**src/rtl/bch_pkg.sv**
```systemverilog
// bch_pkg: shared GF(2^4) constants, FSM encoding and multiply helper for the BCH(15,7) decoder stages
package bch_pkg;
  localparam int GF_M = 4;
  localparam int CW_LEN = 15;
  localparam logic [4:0] PRIM_POLY = 5'b10011;
  localparam logic [GF_M-1:0] ALPHA_INV = 4'b1001;
  localparam logic [GF_M-1:0] ALPHA_INV2 = 4'b1101;
  typedef enum logic [1:0] {IDLE, SEARCH, DONE} state_t;
  function automatic logic [GF_M-1:0] gf_mul(input logic [GF_M-1:0] a, input logic [GF_M-1:0] b);
    logic [GF_M-1:0] p;
    logic [GF_M-1:0] x;
    p = '0;
    x = a;
    for (int i = 0; i < GF_M; i++) begin
      if (b[i]) p ^= x;
      x = {x[GF_M-2:0], 1'b0} ^ (x[GF_M-1] ? PRIM_POLY[GF_M-1:0] : '0);
    end
    return p;
  endfunction
endpackage

```
**src/rtl/gf16_const_mul.sv**
```systemverilog
// gf16_const_mul: combinational GF(2^4) multiply of a by constant C
// ports: a (4-bit operand) -> p (a*C)
module gf16_const_mul
  import bch_pkg::*;
#(
  parameter logic [GF_M-1:0] C = 4'b0001
) (
  input  logic [GF_M-1:0] a,
  output logic [GF_M-1:0] p
);
  assign p = gf_mul(a, C);
endmodule

```
**src/rtl/bch_chien_search.sv**
```systemverilog
// bch_chien_search: serial Chien search for BCH(15,7) t=2, one codeword position per clock
// ports: clk, rst (async active-low); start/lambda1/lambda2/rx_word in;
// busy, done (1-cycle), err_mask, corrected, err_count, uncorrectable out
module bch_chien_search
  import bch_pkg::*;
(
  input  logic              clk,
  input  logic              rst,
  input  logic              start,
  input  logic [GF_M-1:0]   lambda1,
  input  logic [GF_M-1:0]   lambda2,
  input  logic [CW_LEN-1:0] rx_word,
  output logic              busy,
  output logic              done,
  output logic [CW_LEN-1:0] err_mask,
  output logic [CW_LEN-1:0] corrected,
  output logic [1:0]        err_count,
  output logic              uncorrectable
);
  state_t state, nxt;
  logic [GF_M-1:0] r1, r2, r1_n, r2_n;
  logic [3:0] k;
  logic [CW_LEN-1:0] rx, mask, mask_n;
  logic [1:0] cnt, cnt_n, deg;
  logic hit, last, unc_n;
  gf16_const_mul #(.C(ALPHA_INV)) u_mul1 (.a(r1), .p(r1_n));
  gf16_const_mul #(.C(ALPHA_INV2)) u_mul2 (.a(r2), .p(r2_n));
  assign hit = (4'b0001 ^ r1 ^ r2) == '0;
  assign last = k == 4'd14;
  // final-position results are folded in combinationally so outputs are valid in the DONE cycle
  always_comb begin
    mask_n = mask | (hit ? CW_LEN'(1) << k : '0);
    cnt_n = (hit && cnt != 2'd3) ? cnt + 2'd1 : cnt;
    unc_n = cnt_n != deg;
  end
  always_comb begin
    nxt = state;
    if (state == IDLE && start) nxt = SEARCH;
    else if (state == SEARCH && last) nxt = DONE;
    else if (state == DONE) nxt = IDLE;
  end
  always_ff @(posedge clk or negedge rst)
    if (!rst) state <= IDLE;
    else state <= nxt;
  always_ff @(posedge clk or negedge rst) begin
    if (!rst) begin
      r1 <= '0;
      r2 <= '0;
      k <= '0;
      rx <= '0;
      mask <= '0;
      cnt <= '0;
      deg <= '0;
      busy <= 1'b0;
      done <= 1'b0;
      err_mask <= '0;
      corrected <= '0;
      err_count <= '0;
      uncorrectable <= 1'b0;
    end else begin
      done <= 1'b0;
      if (state == IDLE && start) begin
        r1 <= lambda1;
        r2 <= lambda2;
        rx <= rx_word;
        k <= '0;
        mask <= '0;
        cnt <= '0;
        deg <= lambda2 != '0 ? 2'd2 : lambda1 != '0 ? 2'd1 : 2'd0;
        busy <= 1'b1;
      end
      if (state == SEARCH) begin
        r1 <= r1_n;
        r2 <= r2_n;
        mask <= mask_n;
        cnt <= cnt_n;
        k <= last ? k : k + 4'd1;
        if (last) begin
          done <= 1'b1;
          busy <= 1'b0;
          err_mask <= mask_n;
          err_count <= cnt_n;
          uncorrectable <= unc_n;
          corrected <= unc_n ? rx : rx ^ mask_n;
        end
      end
    end
  end
endmodule

```
**config.mk**
```make
export PLATFORM = sky130hd
export DESIGN_NAME = bch_chien_search
export DESIGN_NICKNAME = d
export VERILOG_FILES = /design/src/rtl/bch_pkg.sv /design/src/rtl/gf16_const_mul.sv /design/src/rtl/bch_chien_search.sv
export SDC_FILE = /design/constraint.sdc
export NUM_CORES = 1
export LEC_CHECK = 0
export CORE_UTILIZATION = 55
export CTS_CLUSTER_DIAMETER = 80
export DETAILED_ROUTE_END_ITERATION = 16
export GPL_ROUTABILITY_DRIVEN = 1
export PLACE_DENSITY = 0.82
export SLEW_MARGIN = 20
export SYNTH_ARGS = -nofsm -noshare
export SYNTH_HDL_FRONTEND = slang
export SYNTH_SLANG_ARGS = --single-unit
```
**constraint.sdc**
```tcl
create_clock -name clk -period 5.7 [get_ports clk]
set_input_delay 0.855 -clock clk [delete_from_list [all_inputs] [get_ports clk]]
set_output_delay 0.855 -clock clk [all_outputs]
set_load 0.01 [all_outputs]
```
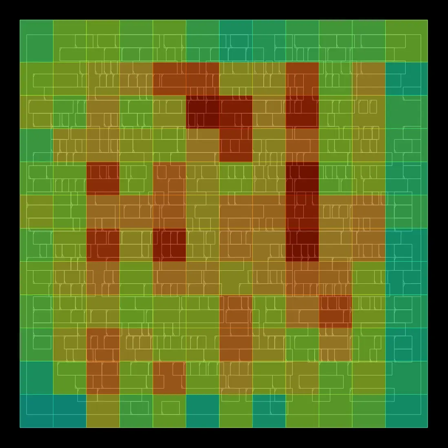
(images/congestion_map.png)
GR Util met2: 40.50%
final core utilization: 70.96%
GR Util met1: 31.08%
GRT met3 Usage: 3.933%
global route hottest layer: met2

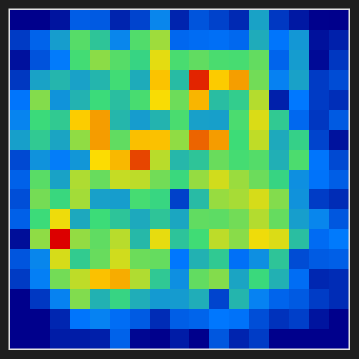
(images/route_heat.png)
Scale: 4 px per micron. The die is cut into 17 by 17 equal tiles; dark blue is low, red is high, scaled to the fullest tile. Values are wire area over tile area, all layers added.
densest ninth of the die: middle
mean over tiles: 0.17
fullest tile: 0.46
mean routed wirelength per cell: 14.96 microns
vias post-DR: 2930
GRT Util Overall: 23.98%
Total Wirelength: 7796 microns

==> results_dict.tcl <==
# implementation run metrics
set metrics [dict create \
    status "finished clean" \
    finalClockPeriodUsage_pct 48.56 \
    diodes 0 \
    overflow 0 \
    first_global_vias 2966 \
    hold_path.class "reg2reg" \
    drive_gt1_share_pct 7.207 \
    ys_top_logic_family "simple AND/OR/NAND/NOR gates" \
    cts_hold_buf 0 \
    cts_buffers 9 \
    io_pins 61 \
    xor_share_pct 6.061 \
    edf_count 0 \
    die-area_sq_um 7166 \
    simple_gate_area_share_pct 16.35 \
    die_h_microns 84.66 \
    r2r_cells 6 \
    comb_cells 277 \
    drc 0 \
    buffers 62 \
    ant_nets 0 \
    placedInstanceArea_sq_um 4363 \
    fin_cells 521 \
    sw_frac_of_total_pct 39.22 \
    clk_path_buf_depth 2 \
    p_int_uw 1463 \
    nWellTaps 77 \
    num_rows 29 \
    post-route-min-period_ps 2768 \
    core-area_sq_um 6459 \
    aoi_share_pct 16.28 \
    flop_cell "dfrtp_1" \
    cts_sinks 83 \
]
## sequential cells by signal, summed over array words and instances (netlist names), 4 cells and up
register,cells
k,4
corrected,15
mask,15
r1,4
rx,15
err_mask,15
r2,4
## logic make-up after synthesis
kind of cell | Yosys count
buffers and inverters | 29
and+or+nand+nor | 143
muxes | 1
adders and majority gates | 7
xor gates and xnor gates | 26
DFF | 83
AOI/OAI and AO/OA | 100
## metal layers
| metal | GRT usage (%) | share of wire [%] |
|---|---|---|
| met5 | 0 | 0 |
| met4 | 9.707 | 1.2 |
| met3 | 3.933 | 4.0 |
| met2 | 40.50 | 51 |
| met1 | 31.08 | 44 |
## worst max-delay path, stage by stage (launching register included)
cell     delay (ps)
dfrtp_1         450
xor2_1          210
nor4_4          890
nand4_4         540
a21oi_1         330
xnor2_1         140
o21ai_1          80
